===== src/rtl/qdr_arb_pkg.sv =====
// rtl/qdr_arb_pkg.sv - shared types and default widths for the QDR round-robin arbiter
package qdr_arb_pkg;

    localparam int NUM_PORTS = 2;
    localparam int PID_W     = $clog2(NUM_PORTS);

    localparam int DEF_ADDR_W = 22;
    localparam int DEF_DATA_W = 36;
    localparam int DEF_BE_W   = 4;

    typedef logic [PID_W-1:0] port_id_t;

    // One-hot per-port vector for a port id.
    function automatic logic [NUM_PORTS-1:0] port_onehot(input port_id_t id);
        logic [NUM_PORTS-1:0] v;
        v     = '0;
        v[id] = 1'b1;
        return v;
    endfunction

endpackage


===== src/rtl/qdr_arb_tag_fifo.sv =====
// rtl/qdr_arb_tag_fifo.sv - in-order FIFO of port ids for outstanding reads
//
// Ports:
//   clk, rst        clock, synchronous active-high reset (flushes the FIFO)
//   push, push_data write one port id
//   pop             drop the head entry
//   head            oldest port id
//   count           number of stored entries (0..DEPTH)
//   empty, full     status flags
module qdr_arb_tag_fifo
    import qdr_arb_pkg::*;
#(
    parameter int DEPTH = 16,
    parameter int W     = PID_W,
    parameter int CW    = $clog2(DEPTH) + 1
) (
    input  logic          clk,
    input  logic          rst,
    input  logic          push,
    input  logic [W-1:0]  push_data,
    input  logic          pop,
    output logic [W-1:0]  head,
    output logic [CW-1:0] count,
    output logic          empty,
    output logic          full
);

    localparam int AW = $clog2(DEPTH);

    logic [W-1:0]  mem [DEPTH];
    logic [AW-1:0] wr_ptr;
    logic [AW-1:0] rd_ptr;
    logic          push_ok;
    logic          pop_ok;

    // Self-protecting: overflowing pushes and underflowing pops are ignored.
    always_comb begin
        push_ok = push & ~full;
        pop_ok  = pop & ~empty;
    end

    always_ff @(posedge clk) begin
        if (push_ok) begin
            mem[wr_ptr] <= push_data;
        end
    end

    // DEPTH is a power of two, so the pointers wrap naturally.
    always_ff @(posedge clk) begin
        if (rst) begin
            wr_ptr <= '0;
            rd_ptr <= '0;
            count  <= '0;
        end else begin
            if (push_ok) begin
                wr_ptr <= wr_ptr + 1'b1;
            end
            if (pop_ok) begin
                rd_ptr <= rd_ptr + 1'b1;
            end
            case ({push_ok, pop_ok})
                2'b10:   count <= count + 1'b1;
                2'b01:   count <= count - 1'b1;
                default: count <= count;
            endcase
        end
    end

    always_comb begin
        head  = mem[rd_ptr];
        empty = (count == '0);
        full  = (count == CW'(DEPTH));
    end

endmodule


===== src/rtl/qdr_rr_arbiter.sv =====
// rtl/qdr_rr_arbiter.sv - two-port round-robin arbiter onto one QDR sniffer master
//
// Optional feature macro: QDR_ARB_STATS_EN (adds per-port issued write/read counters).
//
// Ports:
//   qdr_clk, rst                 clock, synchronous active-high reset
//   phy_rdy, cal_fail            PHY status; grants only when phy_rdy & ~cal_fail
//   req_addr/req_wr_data/req_wr_be  per-port command fields, port p at [p*W +: W]
//   req_wr_strb, req_rd_strb     per-port requests, held until req_ack
//   req_ack                      one-cycle command-accepted pulse per port
//   rsp_rd_data, rsp_rd_dvld     returned read data (shared) and per-port valid
//   master_*                     command/return interface to the sniffer
//   rd_orphan_err                sticky: read data with no outstanding read
//   busy                         at least one read outstanding
//   stat_wr_cnt, stat_rd_cnt     (QDR_ARB_STATS_EN only) per-port 32-bit counters
module qdr_rr_arbiter
    import qdr_arb_pkg::*;
#(
    parameter int ADDR_W = DEF_ADDR_W,
    parameter int DATA_W = DEF_DATA_W,
    parameter int BE_W   = DEF_BE_W,
    parameter int MAX_RD = 16
) (
    input  logic                          qdr_clk,
    input  logic                          rst,
    input  logic                          phy_rdy,
    input  logic                          cal_fail,
    input  logic [NUM_PORTS*ADDR_W-1:0]   req_addr,
    input  logic [NUM_PORTS-1:0]          req_wr_strb,
    input  logic [NUM_PORTS*DATA_W-1:0]   req_wr_data,
    input  logic [NUM_PORTS*BE_W-1:0]     req_wr_be,
    input  logic [NUM_PORTS-1:0]          req_rd_strb,
    output logic [NUM_PORTS-1:0]          req_ack,
    output logic [DATA_W-1:0]             rsp_rd_data,
    output logic [NUM_PORTS-1:0]          rsp_rd_dvld,
    output logic [ADDR_W-1:0]             master_addr,
    output logic                          master_wr_strb,
    output logic [DATA_W-1:0]             master_wr_data,
    output logic [BE_W-1:0]               master_wr_be,
    output logic                          master_rd_strb,
    input  logic [DATA_W-1:0]             master_rd_data,
    input  logic                          master_rd_dvld,
    output logic                          rd_orphan_err,
`ifdef QDR_ARB_STATS_EN
    output logic [NUM_PORTS*32-1:0]       stat_wr_cnt,
    output logic [NUM_PORTS*32-1:0]       stat_rd_cnt,
`endif
    output logic                          busy
);

    localparam int CW = $clog2(MAX_RD) + 1;

    // Arbitration
    logic                 arb_en;
    logic [CW-1:0]        fifo_count;
    logic [CW-1:0]        count_eff;
    logic                 fifo_empty;
    logic                 fifo_full;
    port_id_t             fifo_head;
    logic                 rd_room;
    logic [NUM_PORTS-1:0] eligible;
    logic                 grant_vld;
    port_id_t             grant_id;
    port_id_t             rr_ptr;
    port_id_t             issue_id;

    // Granted command fields
    logic [ADDR_W-1:0]    sel_addr;
    logic [DATA_W-1:0]    sel_data;
    logic [BE_W-1:0]      sel_be;
    logic                 sel_wr;
    logic                 sel_rd;

    // Read return
    logic                 pop;

    always_comb begin
        arb_en = phy_rdy & ~cal_fail;
        // A read issued last cycle is pushed only at the end of this cycle,
        // so count it now or two back-to-back reads could overflow the FIFO.
        count_eff = fifo_count + CW'(master_rd_strb);
        rd_room   = ~fifo_full & (count_eff < CW'(MAX_RD));
        for (int p = 0; p < NUM_PORTS; p++) begin
            // req_ack[p] high means p was granted last cycle and its strobe
            // is still the old, already-issued request.
            eligible[p] = arb_en
                        & (req_wr_strb[p] | req_rd_strb[p])
                        & ~req_ack[p]
                        & (~req_rd_strb[p] | rd_room);
        end
        grant_vld = |eligible;
        if (&eligible) begin
            grant_id = rr_ptr;
        end else begin
            grant_id = port_id_t'(eligible[1]);
        end
    end

    always_comb begin
        sel_addr = req_addr[ADDR_W-1:0];
        sel_data = req_wr_data[DATA_W-1:0];
        sel_be   = req_wr_be[BE_W-1:0];
        sel_wr   = req_wr_strb[0];
        sel_rd   = req_rd_strb[0];
        if (grant_id == port_id_t'(1)) begin
            sel_addr = req_addr[2*ADDR_W-1:ADDR_W];
            sel_data = req_wr_data[2*DATA_W-1:DATA_W];
            sel_be   = req_wr_be[2*BE_W-1:BE_W];
            sel_wr   = req_wr_strb[1];
            sel_rd   = req_rd_strb[1];
        end
    end

    // Command issue: everything registered, one-cycle latency from grant.
    always_ff @(posedge qdr_clk) begin
        if (rst) begin
            req_ack        <= '0;
            master_addr    <= '0;
            master_wr_strb <= 1'b0;
            master_wr_data <= '0;
            master_wr_be   <= '0;
            master_rd_strb <= 1'b0;
            rr_ptr         <= '0;
            issue_id       <= '0;
        end else begin
            req_ack        <= '0;
            master_wr_strb <= 1'b0;
            master_rd_strb <= 1'b0;
            if (grant_vld) begin
                req_ack        <= port_onehot(grant_id);
                master_addr    <= sel_addr;
                master_wr_data <= sel_data;
                master_wr_be   <= sel_be;
                master_wr_strb <= sel_wr;
                master_rd_strb <= sel_rd;
                rr_ptr         <= ~grant_id;
                issue_id       <= grant_id;
            end
        end
    end

    // The issued read strobe pushes the port id that issued it.
    qdr_arb_tag_fifo #(
        .DEPTH (MAX_RD),
        .W     (PID_W),
        .CW    (CW)
    ) u_tag_fifo (
        .clk       (qdr_clk),
        .rst       (rst),
        .push      (master_rd_strb),
        .push_data (issue_id),
        .pop       (pop),
        .head      (fifo_head),
        .count     (fifo_count),
        .empty     (fifo_empty),
        .full      (fifo_full)
    );

    always_comb begin
        pop  = master_rd_dvld & ~fifo_empty;
        busy = ~fifo_empty;
    end

    // Read return steering; data arriving with nothing outstanding is dropped.
    always_ff @(posedge qdr_clk) begin
        if (rst) begin
            rsp_rd_data   <= '0;
            rsp_rd_dvld   <= '0;
            rd_orphan_err <= 1'b0;
        end else begin
            rsp_rd_dvld <= '0;
            if (master_rd_dvld) begin
                rsp_rd_data <= master_rd_data;
            end
            if (pop) begin
                rsp_rd_dvld <= port_onehot(fifo_head);
            end
            if (master_rd_dvld && fifo_empty) begin
                rd_orphan_err <= 1'b1;
            end
        end
    end

`ifdef QDR_ARB_STATS_EN
    logic [31:0] wr_cnt [NUM_PORTS];
    logic [31:0] rd_cnt [NUM_PORTS];

    always_ff @(posedge qdr_clk) begin
        if (rst) begin
            for (int p = 0; p < NUM_PORTS; p++) begin
                wr_cnt[p] <= '0;
                rd_cnt[p] <= '0;
            end
        end else if (grant_vld) begin
            if (sel_wr) begin
                wr_cnt[grant_id] <= wr_cnt[grant_id] + 32'd1;
            end
            if (sel_rd) begin
                rd_cnt[grant_id] <= rd_cnt[grant_id] + 32'd1;
            end
        end
    end

    always_comb begin
        stat_wr_cnt = {wr_cnt[1], wr_cnt[0]};
        stat_rd_cnt = {rd_cnt[1], rd_cnt[0]};
    end
`endif

endmodule


===== config.mk =====
export PLATFORM = sky130hd
export DESIGN_NAME = qdr_rr_arbiter
export DESIGN_NICKNAME = d
export VERILOG_FILES = /design/src/rtl/qdr_arb_pkg.sv /design/src/rtl/qdr_arb_tag_fifo.sv /design/src/rtl/qdr_rr_arbiter.sv
export SDC_FILE = /design/constraint.sdc
export NUM_CORES = 1
export LEC_CHECK = 0
export CORE_ASPECT_RATIO = 1.5
export CORE_MARGIN = 2
export CORE_UTILIZATION = 30
export CTS_BUF_LIST = sky130_fd_sc_hd__clkbuf_8 sky130_fd_sc_hd__clkbuf_16
export CTS_CLUSTER_DIAMETER = 40
export CTS_CLUSTER_SIZE = 28
export DETAILED_ROUTE_END_ITERATION = 8
export GPL_ROUTABILITY_DRIVEN = 0
export MAX_ROUTING_LAYER = met4
export PLACE_DENSITY = 0.71
export SLEW_MARGIN = 0
export SYNTH_ARGS = -nofsm -noshare
export SYNTH_HDL_FRONTEND = slang
export SYNTH_SLANG_ARGS = --single-unit

===== constraint.sdc =====
create_clock -name qdr_clk -period 3.5 [get_ports qdr_clk]
set_input_delay 0.7 -clock qdr_clk [delete_from_list [all_inputs] [get_ports qdr_clk]]
set_output_delay 0.7 -clock qdr_clk [all_outputs]
set_load 0.02 [all_outputs]

run_1/detail.png
Bar = 5 um. Window x 79 to 99, y 122 to 142 um. Cells in gray, sequential cells in the stronger gray; small squares are vias.
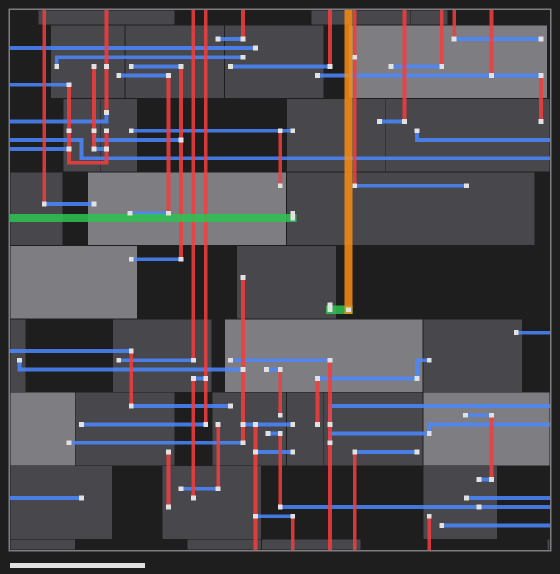
orange -> metal 4
blue -> metal 1
red -> metal 2
green -> metal 3
sequential cells in the window = 5
cells with their middle in the window = 22
netlist names of flops here include = master_wr_data (3)
most frequent = clkdlybuf4s50_1 (7), dfxtp_1 (5)

run_1/metal_density.png
24 x 35 tiles, from white (low) to dark blue (high), scaled to the fullest tile. Values are wire area over tile area, all layers added.
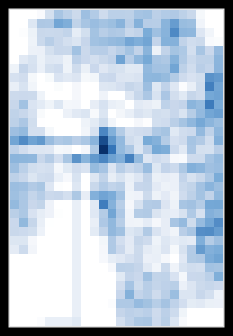
tiles over half the peak = 5.4%
mean over tiles = 0.13
fullest tile = 0.60
nearly empty tiles = 20%
emptiest ninth of the die = south-west

run_1/congestion.png
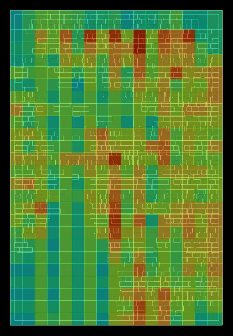
met1 Track Usage GR: 0.173
most used routing layer: met2
met3 track utilization from global routing: 0.0549
WL/cell: 14.5 um

run_1/layer_met1.png
Bar = 20 um. Cells faint in the background.
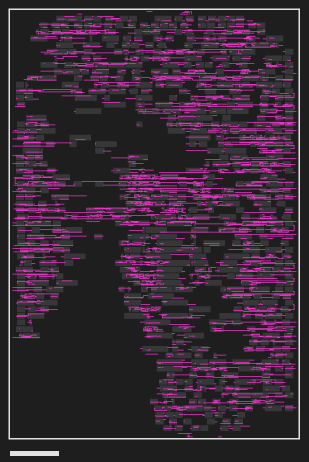
wire length on this layer = 6680 um
share of all routed wire = 41%
longest straight run = 25.3 um

==> flow_results.xml, run 1 <==
<?xml version="1.0" encoding="UTF-8"?>
<metrics>
  <group name="run_status">
    <metric name="outcome" unit="">complete, no violations</metric>
  </group>
  <group name="global_routing">
    <metric name="first_global_vias" unit="">4870</metric>
    <metric name="grt_start_max_net_pins" unit="">62</metric>
    <metric name="grt_overflow_total" unit="">0</metric>
  </group>
  <group name="run">
    <metric name="openroad.warnings" unit="">29</metric>
  </group>
  <group name="power">
    <metric name="power.switching" unit="mW">1.37</metric>
    <metric name="power.leakage" unit="nW">3.92</metric>
    <metric name="total_power" unit="mW">4.87</metric>
    <metric name="portion_of_total_power_attributed_to_combinational_logic" unit="">0.237</metric>
    <metric name="ir_worst_vdd" unit="V">0.000254</metric>
  </group>
  <group name="synth">
    <metric name="number_of_synthesized_register_bits" unit="">140</metric>
    <metric name="post_synth_instance_area" unit="sq mm">0.00594</metric>
    <metric name="top_cells_by_count" unit="">sky130_fd_sc_hd__nor2_1 (132), sky130_fd_sc_hd__dfxtp_1 (124), sky130_fd_sc_hd__mux2i_1 (103)</metric>
    <metric name="ys_chip_area" unit="sq mm">0.00594</metric>
    <metric name="synthArstFlopShare" unit="">0</metric>
    <metric name="synth.top_cells.by_area" unit="">sky130_fd_sc_hd__dfxtp_1 (42%), sky130_fd_sc_hd__mux2i_1 (17%), sky130_fd_sc_hd__nor2_1 (8.3%), sky130_fd_sc_hd__edfxtp_1 (8.1%), sky130_fd_sc_hd__a211oi_1 (8.0%)</metric>
    <metric name="post-synth-top-count-cell" unit="">sky130_fd_sc_hd__nor2_1</metric>
    <metric name="synth-edff-count" unit="">16</metric>
  </group>
  <group name="drt">
    <metric name="routed_via_density" unit="">4.58</metric>
    <metric name="top_signal_layer_used" unit="">met4</metric>
    <metric name="drt_wl_total" unit="um">16300</metric>
  </group>
  <group name="final_layout">
    <metric name="inverters_excl_clock" unit="">9</metric>
    <metric name="finalNonFillerCells" unit="">1117</metric>
    <metric name="final_sequential_cell_count" unit="">140</metric>
    <metric name="stdcell_area" unit="sq mm">0.00951</metric>
    <metric name="post-route-util" unit="">0.485</metric>
    <metric name="dominant_cells" unit="">registers</metric>
    <metric name="antenna-diode-count" unit="">2</metric>
    <metric name="flow.area_growth_from_synthesis" unit="%">60.2</metric>
    <metric name="net_count_reported_at_finish" unit="">1019</metric>
    <metric name="final-nonclk-buf-share" unit="">0.302</metric>
    <metric name="area.sequential" unit="sq mm">0.00296</metric>
  </group>
  <group name="sta">
    <metric name="slew-limit-headroom" unit="">0.561</metric>
    <metric name="worst_clock_skew" unit="ns">0.00971</metric>
    <metric name="period_needed" unit="ns">2.92</metric>
  </group>
  <group name="floorplanning">
    <metric name="fp_util" unit="">0.303</metric>
    <metric name="fp-row-count" unit="">63</metric>
    <metric name="top_level_ports" unit="">275</metric>
  </group>
  <group name="cts">
    <metric name="post_cts_buffers" unit="">0</metric>
    <metric name="cts_made_buffers" unit="">17</metric>
    <metric name="cts_resized" unit="">0</metric>
  </group>
  <group name="critical_path">
    <metric name="path_class" unit="">reg2reg</metric>
    <metric name="critical_path_end_type" unit="">register</metric>
    <metric name="required" unit="ns">3.77</metric>
  </group>
  <group name="place">
    <metric name="dp.final_hpwl" unit="um">12100</metric>
  </group>
</metrics>
[run 1: flip-flops by register name, indices dropped and copies added (netlist names), named ones only]
register,count
issue_id,1
u_tag_fifo.wr_ptr,4
rr_ptr,1
rd_orphan_err,1
master_wr_strb,1
u_tag_fifo.rd_ptr,4
rsp_rd_data,36
master_rd_strb,1
req_ack,2
master_wr_data,36
u_tag_fifo.count,5
master_addr,22
u_tag_fifo.mem,16
master_wr_be,4
rsp_rd_dvld,2
[run 1: through the flow]
step                      worst slack (ns)  hold WS [ns]
after floorplan                      0.728         0.472
after global placement               0.614         0.456
after detailed placement             0.548         0.469
after CTS                            0.610         0.485
after global routing                 0.279         0.509
final                                0.580         0.480
[run 1: cells by family after synthesis]
group | count (synthesis) | share of synthesized area
buffers and inverters | 54 | 0.0499
muxes | 107 | 0.189
adders and majority gates | 8 | 0.0169
AOI/OAI and AO/OA | 83 | 0.101
and+or+nand+nor | 178 | 0.127
DFF | 140 | 0.499
xor gates and xnor gates | 12 | 0.0177
[run 1: placed cells by master (no fill, tap or decap), types with 2 or more instances in the layout]
cell / count
sky130_fd_sc_hd__clkinv_4: 2
sky130_fd_sc_hd__nand3b_1: 3
sky130_fd_sc_hd__and2_1: 2
sky130_fd_sc_hd__xnor2_1: 5
sky130_fd_sc_hd__nor3_1: 7
sky130_fd_sc_hd__nor2b_1: 2
sky130_fd_sc_hd__nand4_1: 3
sky130_fd_sc_hd__inv_1: 9
sky130_fd_sc_hd__edfxtp_1: 16
sky130_fd_sc_hd__xor2_1: 7
sky130_fd_sc_hd__nor2_1: 132
sky130_fd_sc_hd__clkdlybuf4s50_1: 272
sky130_fd_sc_hd__mux2i_1: 103
sky130_fd_sc_hd__o31ai_1: 2
sky130_fd_sc_hd__nor3b_1: 2
sky130_fd_sc_hd__inv_8: 2
sky130_fd_sc_hd__nand2b_1: 4
sky130_fd_sc_hd__clkinvlp_4: 3
sky130_fd_sc_hd__nand2_1: 15
sky130_fd_sc_hd__a31oi_1: 5
sky130_fd_sc_hd__ha_1: 8
sky130_fd_sc_hd__diode_2: 2
sky130_fd_sc_hd__mux4_2: 4
sky130_fd_sc_hd__bufinv_16: 2
sky130_fd_sc_hd__buf_4: 9
sky130_fd_sc_hd__a21oi_1: 6
sky130_fd_sc_hd__clkbuf_16: 18
sky130_fd_sc_hd__buf_12: 4
sky130_fd_sc_hd__a211oi_1: 63
sky130_fd_sc_hd__dfxtp_1: 124
sky130_fd_sc_hd__inv_6: 3
[run 1: worst max-delay path, cell delays in order (launching register included)]
cell,delay (ns)
sky130_fd_sc_hd__dfxtp_1,0.39
sky130_fd_sc_hd__nor4_1,0.31
sky130_fd_sc_hd__buf_4,0.17
sky130_fd_sc_hd__nand2_1,0.08
sky130_fd_sc_hd__nand2_1,0.25
sky130_fd_sc_hd__inv_1,0.17
sky130_fd_sc_hd__ha_1,0.35
sky130_fd_sc_hd__ha_1,0.40
sky130_fd_sc_hd__nand3b_1,0.12
sky130_fd_sc_hd__nor2_1,0.14
sky130_fd_sc_hd__o21ai_0,0.09
sky130_fd_sc_hd__o211ai_1,0.12
sky130_fd_sc_hd__xnor2_1,0.14
sky130_fd_sc_hd__nor2_1,0.05
run_1/wires.png
Bar = 20 um. Only two layers are drawn.
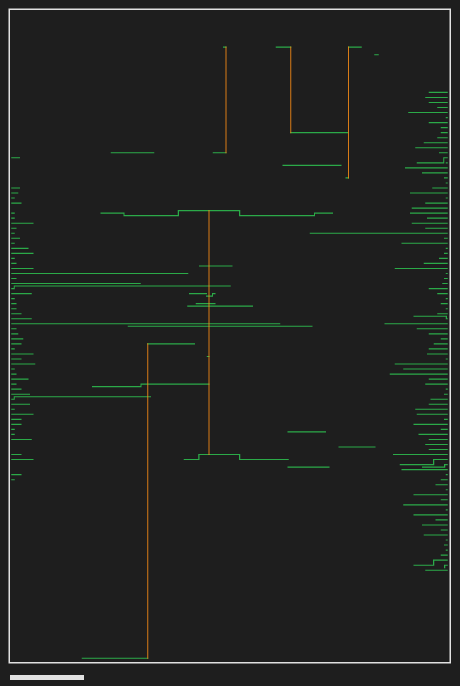

==> run 1 -> run 2 <==
==> constraint.sdc (replaced) <==
create_clock -name qdr_clk -period 2.8 [get_ports qdr_clk]
set_input_delay 0.56 -clock qdr_clk [delete_from_list [all_inputs] [get_ports qdr_clk]]
set_output_delay 0.56 -clock qdr_clk [all_outputs]
set_load 0.02 [all_outputs]
run_2/wires.png
Bar = 20 um. Only two layers are drawn.
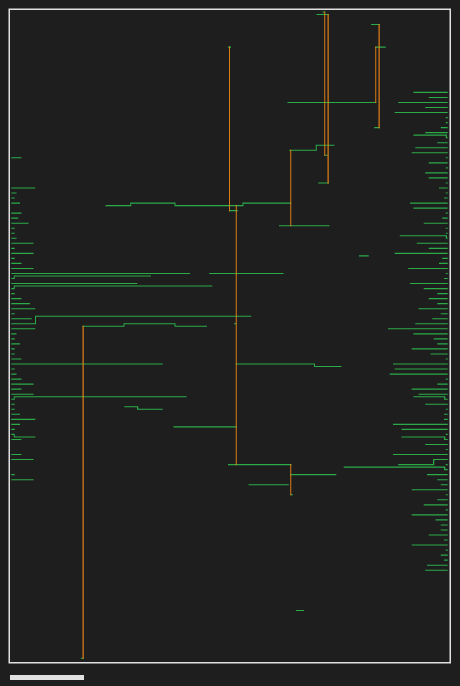
green -> metal 3  # wire length 1270 um
orange -> metal 4  # wire length 360 um

run_2/layer_met1.png
Bar = 20 um. Cells faint in the background.
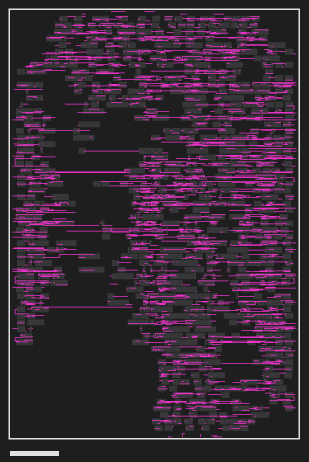
wire length on this layer = 6770 um
nets with wire on the layer = 894
share of all routed wire = 40%
longest straight run = 41.4 um
main direction = horizontal

==> run 2 against run 1 <==
Effect of this change: clock skew hardly changed; critical path type unchanged; maximum frequency rose by 14%; sequential power increased by 24%; critical endpoint unchanged; die size did not move.
==> flow_results.xml, run 2 <==
<?xml version="1.0" encoding="UTF-8"?>
<metrics>
  <group name="cts">
    <metric name="cts_made_buffers" unit="">17</metric>
    <metric name="cts.clk_slew.worst_paths" unit="ns">0.06</metric>
    <metric name="cts_resized" unit="">0</metric>
    <metric name="cts.sink_count" unit="">140</metric>
    <metric name="post_cts_buffers" unit="">0</metric>
    <metric name="clk-insertion-delay-late" unit="ns">0.42</metric>
    <metric name="clockRootBuffer" unit="">sky130_fd_sc_hd__clkbuf_16</metric>
    <metric name="clock_tree_from_tritoncts" unit="">built</metric>
    <metric name="cts.htree.levels" unit="">4</metric>
  </group>
  <group name="power">
    <metric name="ir_worst_vdd" unit="V">0.000342</metric>
    <metric name="power_density" unit="mW/mm^2">644</metric>
    <metric name="total_power" unit="mW">6.17</metric>
    <metric name="power.leakage" unit="nW">3.97</metric>
  </group>
  <group name="hold_path">
    <metric name="hold_class" unit="">reg2reg</metric>
    <metric name="timing.hold.worst.start" unit="">rd_orphan_err$_SDFFE_PP0P_</metric>
  </group>
  <group name="sta">
    <metric name="finalHoldViolCount" unit="">0</metric>
    <metric name="slew-limit-headroom" unit="">0.573</metric>
    <metric name="timing.final.setup_violations" unit="">0</metric>
    <metric name="worst_clock_skew" unit="ns">0.00956</metric>
    <metric name="rsz0062_at_grt" unit="">no</metric>
    <metric name="period_needed" unit="ns">2.57</metric>
    <metric name="final.period_utilization" unit="">0.918</metric>
  </group>
  <group name="critical_path">
    <metric name="required" unit="ns">3.10</metric>
    <metric name="path_class" unit="">reg2reg</metric>
    <metric name="critical_path_arrival" unit="ns">2.87</metric>
    <metric name="reg2reg_from" unit="">u_tag_fifo.count[0]$_SDFFE_PP0P_</metric>
    <metric name="critical_path_end_type" unit="">register</metric>
  </group>
  <group name="global_routing">
    <metric name="grtUsageTotal" unit="">0.162</metric>
    <metric name="grt_start_max_net_pins" unit="">65</metric>
    <metric name="grt_first_pass_wirelength" unit="um">26000</metric>
    <metric name="grt_overflow_total" unit="">0</metric>
    <metric name="first_global_vias" unit="">5011</metric>
  </group>
  <group name="floorplanning">
    <metric name="fp_util" unit="">0.303</metric>
    <metric name="fp-row-count" unit="">63</metric>
    <metric name="top_level_ports" unit="">275</metric>
  </group>
  <group name="synth">
    <metric name="postSynthCellCount" unit="">582</metric>
    <metric name="synth.top_cells.by_area" unit="">sky130_fd_sc_hd__dfxtp_1 (42%), sky130_fd_sc_hd__mux2i_1 (17%), sky130_fd_sc_hd__nor2_1 (8.3%), sky130_fd_sc_hd__edfxtp_1 (8.1%), sky130_fd_sc_hd__a211oi_1 (8.0%)</metric>
    <metric name="synth_cell_types" unit="">41</metric>
    <metric name="yosys-stat-cells" unit="">582</metric>
    <metric name="mappedNetlistNets" unit="">759</metric>
    <metric name="synth-edff-count" unit="">16</metric>
    <metric name="ys_chip_area" unit="sq mm">0.00594</metric>
    <metric name="ys_seq_frac" unit="">0.499</metric>
    <metric name="top_cells_by_count" unit="">sky130_fd_sc_hd__nor2_1 (132), sky130_fd_sc_hd__dfxtp_1 (124), sky130_fd_sc_hd__mux2i_1 (103)</metric>
    <metric name="synthArstFlopShare" unit="">0</metric>
    <metric name="post-synth-top-count-cell" unit="">sky130_fd_sc_hd__nor2_1</metric>
    <metric name="number_of_synthesized_register_bits" unit="">140</metric>
    <metric name="post_synth_instance_area" unit="sq mm">0.00594</metric>
  </group>
  <group name="run_status">
    <metric name="outcome" unit="">complete, no violations</metric>
  </group>
  <group name="drt">
    <metric name="first_iter_violations" unit="">159</metric>
    <metric name="drt_pass1_iterations" unit="">6</metric>
    <metric name="post_drt_wl_per_cell" unit="um">14.9</metric>
    <metric name="routed_via_density" unit="">4.61</metric>
    <metric name="drt_wl_total" unit="um">16800</metric>
  </group>
  <group name="place">
    <metric name="dp.final_hpwl" unit="um">12400</metric>
  </group>
  <group name="final_layout">
    <metric name="final_layout_top_logic_cells" unit="">sky130_fd_sc_hd__clkdlybuf4s50_1 (272), sky130_fd_sc_hd__nor2_1 (132), sky130_fd_sc_hd__dfxtp_1 (124)</metric>
    <metric name="largestRegisters" unit="">master_wr_data (36), rsp_rd_data (36), master_addr (22)</metric>
    <metric name="flow.area_growth_from_synthesis" unit="%">61.5</metric>
    <metric name="layout_top_cell_excl_fill_tap" unit="">sky130_fd_sc_hd__clkdlybuf4s50_1</metric>
    <metric name="net_count_reported_at_finish" unit="">1025</metric>
  </group>
  <group name="run">
    <metric name="openroad.warnings" unit="">29</metric>
  </group>
</metrics>
==> run 2: cell counts after synthesis <==
Identical to the previous run, type by type.
==> run 2: where the power goes <==
group / internal (mW) / leakage [nW] / switching [mW]
Sequential: 2.20 / 1.17 / 0.110
Combinational: 0.796 / 2.50 / 0.707
Clock: 1.46 / 0.303 / 0.898
==> run 2: per-layer routing <==
layer	track usage	wire length, um	vias up
met5	-	0	-
met4	0.0600	359	0
met3	0.0562	1270	23
met2	0.269	8370	187
met1	0.178	6770	2364
li1	-	-	2606
==> run 2: cells by family (layout without fill, tap and decap cells) <==
| logic type | after synthesis | after routing | synth area share |
|---|---|---|---|
| AOI/OAI and AO/OA | 83 | 83 | 0.101 |
| xor gates and xnor gates | 12 | 12 | 0.0177 |
| adders and majority gates | 8 | 8 | 0.0169 |
| buffers and inverters | 54 | 332 | 0.0499 |
| DFF | 140 | 140 | 0.499 |
| muxes | 107 | 107 | 0.189 |
| other | 0 | 3 | 0 |
| and+or+nand+nor | 178 | 178 | 0.127 |
==> run 2: final timing paths <==
kind                                            to  slack [ns]  cells past startpoint
setup / recovery  u_tag_fifo.count[4]$_SDFFE_PP0P_        0.23                     11
hold / removal          rd_orphan_err$_SDFFE_PP0P_        0.49                      2
setup reg to reg  u_tag_fifo.count[4]$_SDFFE_PP0P_        0.23                     11
hold reg to reg         rd_orphan_err$_SDFFE_PP0P_        0.49                      2
==> run 2: area by class of cell <==
class	count	area, sq um
fill	1796	10000
antenna	3	7.51
clock buffer	18	450
clock inverter	13	164
inverter	9	33.8
timing repair buffer	292	2950
sequential	140	2960
tap	260	325
multi-input combinational	388	2700
==> run 2: stage by stage <==
step	util	instance area [sq um]	setup WS [ns]	instances	hold WS, ns
final	0.489	9590	0.229	1123	0.488
after global routing	0.489	9590	0.00680	1123	0.518
after CTS	0.488	9580	0.103	1120	0.497
after detailed placement	0.457	8960	0.138	1089	0.476
after global placement	0.457	8960	0.205	1089	0.467
after floorplan	-	5940	0.0284	582	0.472
==> run 2: worst max-delay path, stage by stage (launching register included) <==
cell and delay (ns):
sky130_fd_sc_hd__dfxtp_1 0.32, sky130_fd_sc_hd__nor4_2 0.38, sky130_fd_sc_hd__nand2_1 0.13, sky130_fd_sc_hd__nand2_1 0.12
sky130_fd_sc_hd__inv_1 0.11, sky130_fd_sc_hd__ha_1 0.34, sky130_fd_sc_hd__ha_1 0.41, sky130_fd_sc_hd__nand3b_1 0.12
sky130_fd_sc_hd__a31oi_1 0.22, sky130_fd_sc_hd__o211ai_1 0.13, sky130_fd_sc_hd__xnor2_1 0.14, sky130_fd_sc_hd__nor2_1 0.05
No activity file was given, so power comes from the tool's default toggle rates.
